**Run 1: cells by drive strength**

Scale: 4 px per um.
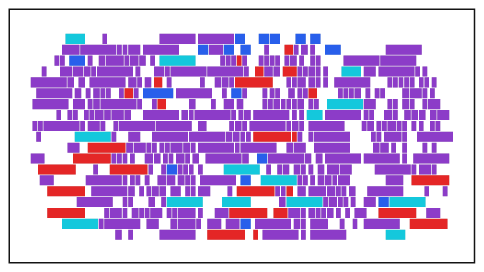
**Run 1: placed cells, one color a class**

Scale: 4 px per um. Fill, decap, tap and diode cells in gray.
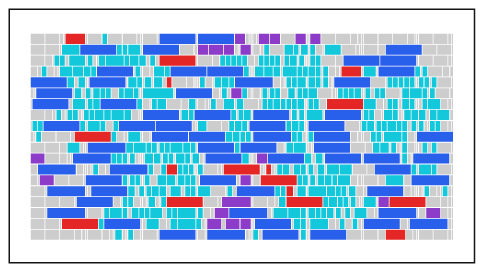
**Run 1: gate families picked out**

Scale: 4 px per um.
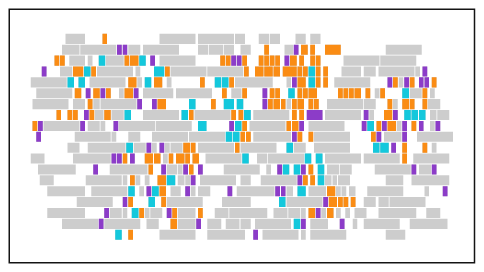
$ cat src/rtl/btn_event_arbiter_if.sv
`default_nettype none
// ============================================================================
// Module   : btn_event_arbiter_if
// Brief    : Event channel bundle between the edge arbiter and its consumer.
// Revision : 1.0 - initial release
// ============================================================================
interface btn_event_arbiter_if #(
    parameter int N = 4
);
    localparam int IDW = (N > 1) ? $clog2(N) : 1;

    logic [N-1:0]   asynch_in;
    logic           evt_ack;
    logic           ovr_clr;
    logic           evt_valid;
    logic [IDW-1:0] evt_id;
    logic [N-1:0]   pending;
    logic [N-1:0]   overrun;

    // master: the arbiter offering events; slave: the consumer / input side
    modport master (
        input  asynch_in,
        input  evt_ack,
        input  ovr_clr,
        output evt_valid,
        output evt_id,
        output pending,
        output overrun
    );

    modport slave (
        output asynch_in,
        output evt_ack,
        output ovr_clr,
        input  evt_valid,
        input  evt_id,
        input  pending,
        input  overrun
    );
endinterface
`default_nettype wire

$ cat src/rtl/btn_event_arbiter.sv
`default_nettype none
// ============================================================================
// Module   : btn_event_arbiter
// Brief    : Per-channel sync/fall-detect/lockout, round-robin event serializer.
// Revision : 1.0 - initial release
// ============================================================================
module btn_event_arbiter #(
    parameter int N       = 4,
    parameter int LOCKOUT = 1000
) (
    input  wire                 clk,
    input  wire                 rst,
    btn_event_arbiter_if.master bus_io
);
    localparam int IDW = (N > 1) ? $clog2(N) : 1;
    localparam int LKW = (LOCKOUT > 0) ? $clog2(LOCKOUT + 1) : 1;
    localparam logic [LKW-1:0] C_LK_LOAD = LKW'(LOCKOUT);
    localparam logic [IDW-1:0] C_LAST_RST = IDW'(N - 1);

    typedef enum logic [0:0] {
        ST_IDLE  = 1'b0,
        ST_OFFER = 1'b1
    } state_t;

    state_t         state_q, state_d;
    logic [IDW-1:0] id_q, id_d;
    logic [IDW-1:0] last_q, last_d;
    logic [N-1:0]   pending_q, pending_d;
    logic [N-1:0]   overrun_q, overrun_d;

    logic [N-1:0]   w_fall;
    logic [N-1:0]   w_accept;
    logic [N-1:0]   w_clr;
    logic [N-1:0]   w_ovr_set;
    logic           w_ack_fire;
    logic           w_found;
    logic [IDW-1:0] w_pick;

    assign w_ack_fire = (state_q == ST_OFFER) & bus_io.evt_ack;

    for (genvar gi = 0; gi < N; gi++) begin : g_chan
        logic [2:0]     sync_q;
        logic [LKW-1:0] lk_q;
        logic [LKW-1:0] lk_d;

        // Chain resets high so an idle-high input never looks like a fall.
        always_ff @(posedge clk or posedge rst) begin
            if (rst) begin
                sync_q <= 3'b111;
                lk_q   <= '0;
            end else begin
                sync_q <= {sync_q[1:0], bus_io.asynch_in[gi]};
                lk_q   <= lk_d;
            end
        end

        assign w_fall[gi]   = ~sync_q[1] & sync_q[2];
        assign w_accept[gi] = w_fall[gi] & (lk_q == '0);
        assign w_clr[gi]    = w_ack_fire & (id_q == IDW'(gi));

        always_comb begin
            lk_d = lk_q;
            if (w_accept[gi]) begin
                lk_d = C_LK_LOAD;
            end else if (lk_q != '0) begin
                lk_d = lk_q - LKW'(1);
            end
        end
    end

    // A new edge arriving while its own pending bit is being acked is not lost.
    always_comb begin
        w_ovr_set = w_accept & pending_q & ~w_clr;
        pending_d = (pending_q & ~w_clr) | w_accept;
        overrun_d = w_ovr_set | (bus_io.ovr_clr ? '0 : overrun_q);
    end

    always_comb begin
        w_found = 1'b0;
        w_pick  = '0;
        for (int j = 1; j <= N; j++) begin
            if (!w_found && pending_q[IDW'((int'(last_q) + j) % N)]) begin
                w_found = 1'b1;
                w_pick  = IDW'((int'(last_q) + j) % N);
            end
        end
    end

    always_ff @(posedge clk or posedge rst) begin
        if (rst) begin
            state_q   <= ST_IDLE;
            id_q      <= '0;
            last_q    <= C_LAST_RST;
            pending_q <= '0;
            overrun_q <= '0;
        end else begin
            state_q   <= state_d;
            id_q      <= id_d;
            last_q    <= last_d;
            pending_q <= pending_d;
            overrun_q <= overrun_d;
        end
    end

    always_comb begin
        state_d = state_q;
        id_d    = id_q;
        last_d  = last_q;
        case (state_q)
            ST_IDLE: begin
                if (w_found) begin
                    id_d    = w_pick;
                    state_d = ST_OFFER;
                end
            end
            ST_OFFER: begin
                if (bus_io.evt_ack) begin
                    last_d  = id_q;
                    state_d = ST_IDLE;
                end
            end
            default: state_d = ST_IDLE;
        endcase
    end

    assign bus_io.evt_valid = (state_q == ST_OFFER);
    assign bus_io.evt_id    = id_q;
    assign bus_io.pending   = pending_q;
    assign bus_io.overrun   = overrun_q;

endmodule
`default_nettype wire

$ cat src/flat_wrapper.sv
// flat-port wrapper written by rule: the top's interface ports become plain ports
module btn_event_arbiter_flat 
#(
    parameter int N       = 4,
    parameter int LOCKOUT = 1000
)
  (clk, rst, bus_io_asynch_in, bus_io_evt_ack, bus_io_ovr_clr, bus_io_evt_valid, bus_io_evt_id, bus_io_pending, bus_io_overrun);
  btn_event_arbiter_if #(.N(N)) bus_io_i ();
  input  wire clk;
  input  wire rst;
  input wire logic [$bits(bus_io_i.asynch_in)-1:0] bus_io_asynch_in;
  input wire logic [$bits(bus_io_i.evt_ack)-1:0] bus_io_evt_ack;
  input wire logic [$bits(bus_io_i.ovr_clr)-1:0] bus_io_ovr_clr;
  output wire logic [$bits(bus_io_i.evt_valid)-1:0] bus_io_evt_valid;
  output wire logic [$bits(bus_io_i.evt_id)-1:0] bus_io_evt_id;
  output wire logic [$bits(bus_io_i.pending)-1:0] bus_io_pending;
  output wire logic [$bits(bus_io_i.overrun)-1:0] bus_io_overrun;
  assign bus_io_i.asynch_in = bus_io_asynch_in;
  assign bus_io_i.evt_ack = bus_io_evt_ack;
  assign bus_io_i.ovr_clr = bus_io_ovr_clr;
  assign bus_io_evt_valid = bus_io_i.evt_valid;
  assign bus_io_evt_id = bus_io_i.evt_id;
  assign bus_io_pending = bus_io_i.pending;
  assign bus_io_overrun = bus_io_i.overrun;
  btn_event_arbiter #(.N(N), .LOCKOUT(LOCKOUT)) u_core (.clk(clk), .rst(rst), .bus_io(bus_io_i));
endmodule
$ cat config.mk
export PLATFORM = sky130hd
export DESIGN_NAME = btn_event_arbiter_flat
export DESIGN_NICKNAME = d
export VERILOG_FILES = /design/src/rtl/btn_event_arbiter_if.sv /design/src/rtl/btn_event_arbiter.sv /design/src/flat_wrapper.sv
export SDC_FILE = /design/constraint.sdc
export NUM_CORES = 1
export LEC_CHECK = 0
export ABC_AREA = 1
export ABC_CLOCK_PERIOD_IN_PS = 2300
export CAP_MARGIN = 10
export CORE_ASPECT_RATIO = 0.5
export CORE_MARGIN = 5
export CORE_UTILIZATION = 59
export CTS_CLUSTER_SIZE = 25
export DETAILED_ROUTE_END_ITERATION = 6
export GPL_ROUTABILITY_DRIVEN = 0
export GPL_TIMING_DRIVEN = 1
export PLACE_DENSITY_LB_ADDON = 0.25
export SETUP_SLACK_MARGIN = 0.1
export SLEW_MARGIN = 30
export SYNTH_ARGS = -nofsm -noshare
export SYNTH_HDL_FRONTEND = slang
export SYNTH_SLANG_ARGS = --single-unit
$ cat constraint.sdc
create_clock -name clk -period 2.3 [get_ports clk]
set_input_delay 0.46 -clock clk [delete_from_list [all_inputs] [get_ports clk]]
set_output_delay 0.46 -clock clk [all_outputs]
set_load 0.1 [all_outputs]
==> ci_impl_report.md, run 1 <==
## PnR job results

| Metric | Value |
|---|---|
| EDFF count, synth | 0 |
| Sw Pwr | 0.00241 W |
| Terminus of the critical flop-to-flop path | u_core.g_chan[2].lk_q[8]$_DFFE_PP0P_ |
| Top non-seq family | simple AND/OR/NAND/NOR gates |
| Most numerous logic cells after layout | 95 x nand2_1, 67 x inv_1, 51 x dfrtp_1 |
| Die Y | 63.0 um |
| All-Layer GR Usage | 20.3% |
| Ys cells | 400 |
| Crit Path Max Fanout | 7 |
| Final WS setup | 0.528 ns |
| Minimum clock period | 1.77 ns |
| Data arrival, critical path | 1.97 ns |
| Cells on Worst Hold Path | 0 |
| Crit path depth | 9 |
| Leakage | 1.97 nW |
| Slowest library cell on the worst path | dfrtp_1 |
| Placed Cells | 493 |
| Iter 0 DRT Violations | 175 |
| Hold path endpoint | u_core.g_chan[2].sync_q[1]$_DFF_PP1_ |
| CP delay by family, top | buffers and inverters |
| Worst hold path class | register to register |
| Non-Filler Instances | 509 |
| Chip Width | 116 um |
| Antenna-violating nets left | 0 |
| Met2 WL | 3.25 mm |
| Setup CP Type | register to register |
| Final core utilization | 70.7% |
| R2R cell count | 9 |
| Final Skew | 0.00503 ns |
| Max_cap viols | 0 |
| Share of layout cells above drive strength 1 | 13.1% |
| Drt pass-1 iters | 5 |
| Pwr Density | 1450 nW/um^2 |
| Switch share | 43.0% |
| Nets | 447 |
| Top area contributor share | 38.5% |
| Critical Path Sink Type | register |
| Setup violators final | 0 |
| CORE AREA | 5470 um^2 |
| Count leader, synth | nand2_1 |
| Antenna violations before repair | 0 |
| # diodes | 0 |
| Met3 wire length | 316 um |
| Power, Total | 0.00561 W |
| Gate power share | 41.2% |
| CP startpoint kind | register |
| # clock sinks | 65 |
| Seq pwr share | 36.0% |
| Drt via density | 5.26 |
| Register area share after synthesis | 49.6% |
| Crit path buffers/inverters | 4 |
| Clock network power share | 22.8% |
| Top Registers | u_core.g_chan.lk_q (40), u_core.g_chan.sync_q (12) |
| Chip area | 7300 um^2 |
| Routed WL | 6.61 mm |
| Post-CTS setup buffer count | 0 |
| Max reg flops | 40 |
| Flop-to-flop setup slack | 0.53 ns |
| Hold buffers post-CTS | 0 |
| Status | finished, final reports clean |
| R2r startpoint | u_core.g_chan[2].lk_q[0]$_DFFE_PP0P_ |
| Adder Area Share | 3.02% |
| Dominant Register Cell | dfrtp_1 |
| WL/cell | 13.0 um |
| # H-tree levels | 3 |
| Post-synthesis area per instance | 8.28 um^2 |
| Met1 Use GR | 24.5% |
| DRC viols | 0 |
| Yosys aoi share | 7.40% |
| Max-slew headroom | 69.1% |
| DP HPWL | 4.85 mm |
| First-pass GRT wire length | 11.8 mm |
| Vias in the first global route | 2711 |
| Worst-margin pin slew | 0.463 ns |
| Synth warn | 0 |
| Yosys Chip Area | 3310 um^2 |
| Hold path start | u_core.g_chan[2].sync_q[0]$_DFF_PP1_ |
| Crit path top cell by count | inv_1 |
| Top cells by count | 95 x nand2_1, 68 x inv_1, 51 x dfrtp_1 |
| Final hold viol count | 0 |
| Internal power | 0.00319 W |
| Pre-CTS WS | 0.618 ns |
| Row count | 19 |
| Stage-log warning count | 30 |
| WP data required | 2.50 ns |
| Met1 Routed Length | 2.91 mm |
About 'cells by drive strength':
- red: x2 (cells 26; share 6.0%)
- blue: x3 and x4 (cells 17; share 3.9%)
- cyan: x6 and larger (cells 14; share 3.2%)
- purple: x1 and smaller (cells 379; share 87%)

About 'placed cells, one color a class':
- purple: remaining buffers and delay cells (cells 21; share of their area 5.0%)
- blue: registers (cells 65; share of their area 44%)
- cyan: remaining logic cells (cells 334; share of their area 44%)
- red: clock drivers and dummy loads (cells 16; share of their area 7.6%)

About 'gate families picked out':
- orange: nand cells (cells 132; most used nand2_1)
- purple: inv cells (cells 71; most used inv_1)
- cyan: aoi and oai cells (cells 47; most used o21ai_0)

-- run 1: cell type report --
cell class	count	area, um^2
fill	423	1600
clock buffer	14	274
timing repair buffer	21	188
multi-input combinational	263	1380
inverter	71	274
tap	73	91.3
clock inverter	2	12.5
sequential	65	1640
-- run 1: power by group through the flow --
stage | combinational [W] | sequential [W] | clock [W]
final | 0.00231 | 0.00202 | 0.00128
after global routing | 0.00261 | 0.00208 | 0.00137
after CTS | 0.00230 | 0.00201 | 0.00131
after detailed placement | 0.00228 | 0.00202 | 0
after global placement | 0.00217 | 0.00200 | 0
after floorplan | 0.00155 | 0.00225 | 0
-- run 1: cell families (layout without fill, tap and decap cells) --
logic type,count (synthesis),in the layout
flops,65,65
compound gates,47,47
buf+inv,72,108
fa+ha+maj,8,8
xor+xnor,26,26
simple gates,182,182
==> run 2: changes to the inputs <==
--- a/config.mk
+++ b/config.mk
@@ -6,11 +6,11 @@
 export NUM_CORES = 1
 export LEC_CHECK = 0
 export ABC_AREA = 1
-export ABC_CLOCK_PERIOD_IN_PS = 2300
+export ABC_CLOCK_PERIOD_IN_PS = 1500
 export CAP_MARGIN = 10
 export CORE_ASPECT_RATIO = 0.5
 export CORE_MARGIN = 5
-export CORE_UTILIZATION = 59
+export CORE_UTILIZATION = 54
 export CTS_CLUSTER_SIZE = 25
 export DETAILED_ROUTE_END_ITERATION = 6
 export GPL_ROUTABILITY_DRIVEN = 0
==> constraint.sdc (replaced) <==
create_clock -name clk -period 1.5 [get_ports clk]
set_input_delay 0.3 -clock clk [delete_from_list [all_inputs] [get_ports clk]]
set_output_delay 0.3 -clock clk [all_outputs]
set_load 0.1 [all_outputs]
==> ci_impl_report.md, run 2 <==
## PnR job results

| Metric | Value |
|---|---|
| Max_cap viols | 0 (unchanged) |
| Synth warn | 0 (unchanged) |
| Clock group | 0.00195 W (was 0.00128 W) |
| Final hold viol count | 0 (unchanged) |
| Slowest library cell on the worst path | dfrtp_1 (unchanged) |
| Final WS setup | -0.0651 ns (was 0.528 ns) |
| Max-slew headroom | 69.1% (about the same) |
| Worst-margin pin slew | 0.460 ns (was 0.463 ns) |
| Leakage | 2.33 nW (was 1.97 nW) |
| Seq pwr share | 30.2% (was 36.0%) |
| Biggest consumer | combinational cells (unchanged) |
| P_seq | 0.00336 W (was 0.00202 W) |
| Top cells, area | dfrtp_1 39%, dfstp_2 11%, nand2_1 11% (unchanged) |
| Clock network power share | 17.5% (was 22.8%) |
| Switch share | 44.1% (was 43.0%) |
| Power, Total | 0.0111 W (was 0.00561 W) |
| Share of layout cells above drive strength 1 | 44.5% (was 13.1%) |
| Chip area | 7890 um^2 (was 7300 um^2) |
| Non-Filler Instances | 556 (was 509) |
| Antenna-violating nets left | 0 (unchanged) |
| Most numerous logic cells after layout | 66 x nand2_1, 46 x inv_1, 40 x dfrtp_1 (was 95 x nand2_1, 67 x inv_1, 51 x dfrtp_1) |
| Post-CTS setup buffer count | 15 (was 0) |
| Crit path top cell by count | inv_2 (was inv_1) |
| Met1 Use GR | 23.9% (was 24.5%) |
| Register area share after synthesis | 49.6% (unchanged) |
| Iter 0 DRT Violations | 230 (was 175) |
| Met1 Routed Length | 3.62 mm (was 2.91 mm) |
| R2r startpoint | u_core.g_chan[2].lk_q[1]$_DFFE_PP0P_ (was u_core.g_chan[2].lk_q[0]$_DFFE_PP0P_) |
| WL/cell | 15.9 um (was 13.0 um) |
| Sw Pwr | 0.00490 W (was 0.00241 W) |
| Logic cell area | 1860 um^2 (was 1380 um^2) |
| Comb pwr | 0.00581 W (was 0.00231 W) |
| CORE AREA | 6010 um^2 (was 5470 um^2) |
| Die Y | 65.4 um (was 63.0 um) |
| Most frequent logic cell in the layout | nand2_1 (unchanged) |
| Routed WL | 8.85 mm (was 6.61 mm) |
| Cells on Worst Hold Path | 0 (unchanged) |
| # H-tree levels | 3 (unchanged) |
| All-Layer GR Usage | 20.7% (was 20.3%) |
| Placed Cells | 512 (was 493) |
| Stage-log warning count | 33 (was 30) |
| Hold path start | u_core.g_chan[2].sync_q[0]$_DFF_PP1_ (unchanged) |
| Failing checks | negative setup slack |
| Gate power share | 52.2% (was 41.2%) |
| R2R cell count | 10 (was 9) |
| Pwr Density | 2270 nW/um^2 (was 1450 nW/um^2) |
| EDFF count, synth | 0 (unchanged) |
| DRC viols | 0 (unchanged) |
| First-pass GRT wire length | 12.8 mm (was 11.8 mm) |
| # clock sinks | 65 (unchanged) |
| CP Capture Point | u_core.g_chan[2].lk_q[4]$_DFFE_PP0P_ (was u_core.g_chan[2].lk_q[8]$_DFFE_PP0P_) |
| Drt via density | 5.29 (was 5.26) |
| Status | complete, but fails checks (was finished, final reports clean) |
| WP data required | 1.75 ns (was 2.50 ns) |
| Internal power | 0.00622 W (was 0.00319 W) |
| Max reg flops | 40 (unchanged) |
| Top area contributor share | 38.5% (unchanged) |
| Row count | 20 (was 19) |
| Top Registers | u_core.g_chan.lk_q (40), u_core.g_chan.sync_q (12) (unchanged) |
| Hold path endpoint | u_core.g_chan[2].sync_q[1]$_DFF_PP1_ (unchanged) |
| Worst hold path class | register to register (unchanged) |
| Drt pass-1 iters | 4 (was 5) |
| Post-synthesis area per instance | 8.28 um^2 (unchanged) |
| Vias in the first global route | 2839 (was 2711) |
| Final Skew | 0.00584 ns (was 0.00503 ns) |
| CP startpoint kind | register (unchanged) |
| Top cells by count | 95 x nand2_1, 68 x inv_1, 51 x dfrtp_1 (unchanged) |
| Reg area | 1670 um^2 (was 1640 um^2) |
| Met2 WL | 4.66 mm (was 3.25 mm) |
| Final core utilization | 81.6% (was 70.7%) |
| Critical Path Sink Type | register (unchanged) |
| Nets | 490 (was 447) |
| Count leader, synth | nand2_1 (unchanged) |
| Chip Width | 121 um (was 116 um) |
| Yosys Chip Area | 3310 um^2 (unchanged) |
| Crit Path Max Fanout | 4 (was 7) |
| Flop-to-flop setup slack | -0.07 ns (was 0.53 ns) |
| Setup violators final | 15 (was 0) |
| Pre-CTS WS | -0.0971 ns (was 0.618 ns) |
| Data arrival, critical path | 1.81 ns (was 1.97 ns) |
| Setup CP Type | register to register (unchanged) |
| Ys cells | 400 (unchanged) |
| Met3 wire length | 442 um (was 316 um) |
| Dominant Register Cell | dfrtp_1 (unchanged) |
| Antenna violations before repair | 0 (unchanged) |
run 2: cell families after synthesis:
family | Yosys count | share of synthesized area (%)
AND-OR/OR-AND | 47 | 7.40
buffers and inverters | 72 | 8.61
AND/OR/NAND/NOR | 182 | 24.4
flip-flops | 65 | 49.6
XOR/XNOR | 26 | 6.88
adder cells (fa/ha/maj) | 8 | 3.02
run 2: final cells by class:
class / instances / area share (%)
flip-flops and latches: 65 / 34.1
clock inverters: 3 / 0.307
repair buffers: 64 / 14.5
well taps: 77 / 1.97
clock buffers: 13 / 5.31
multi-input cells: 263 / 38.0
inverters: 71 / 5.77
run 2: critical path, delay by kind of cell, from the launching register on:
family	cells	cell delay [ns]
fa+ha+maj	1	0.13
flops	1	0.40
buf+inv	4	0.41
xor+xnor	1	0.13
simple gates	4	0.40
**Run 2: M3 wires**

Scale: 4 px per um.
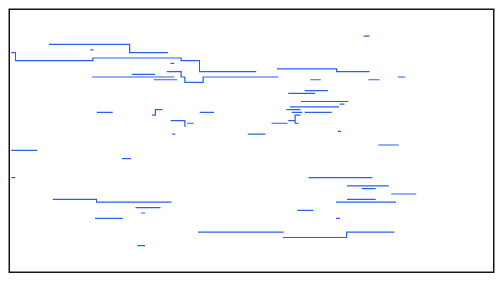
- longest straight run: 22.1 um
- share of all routed wire: 5.0%
- main direction: horizontal
- nets with wire on the layer: 35
- wire length on this layer: 443 um

Power figures rest on the tool's default switching activity, not on a simulated workload.
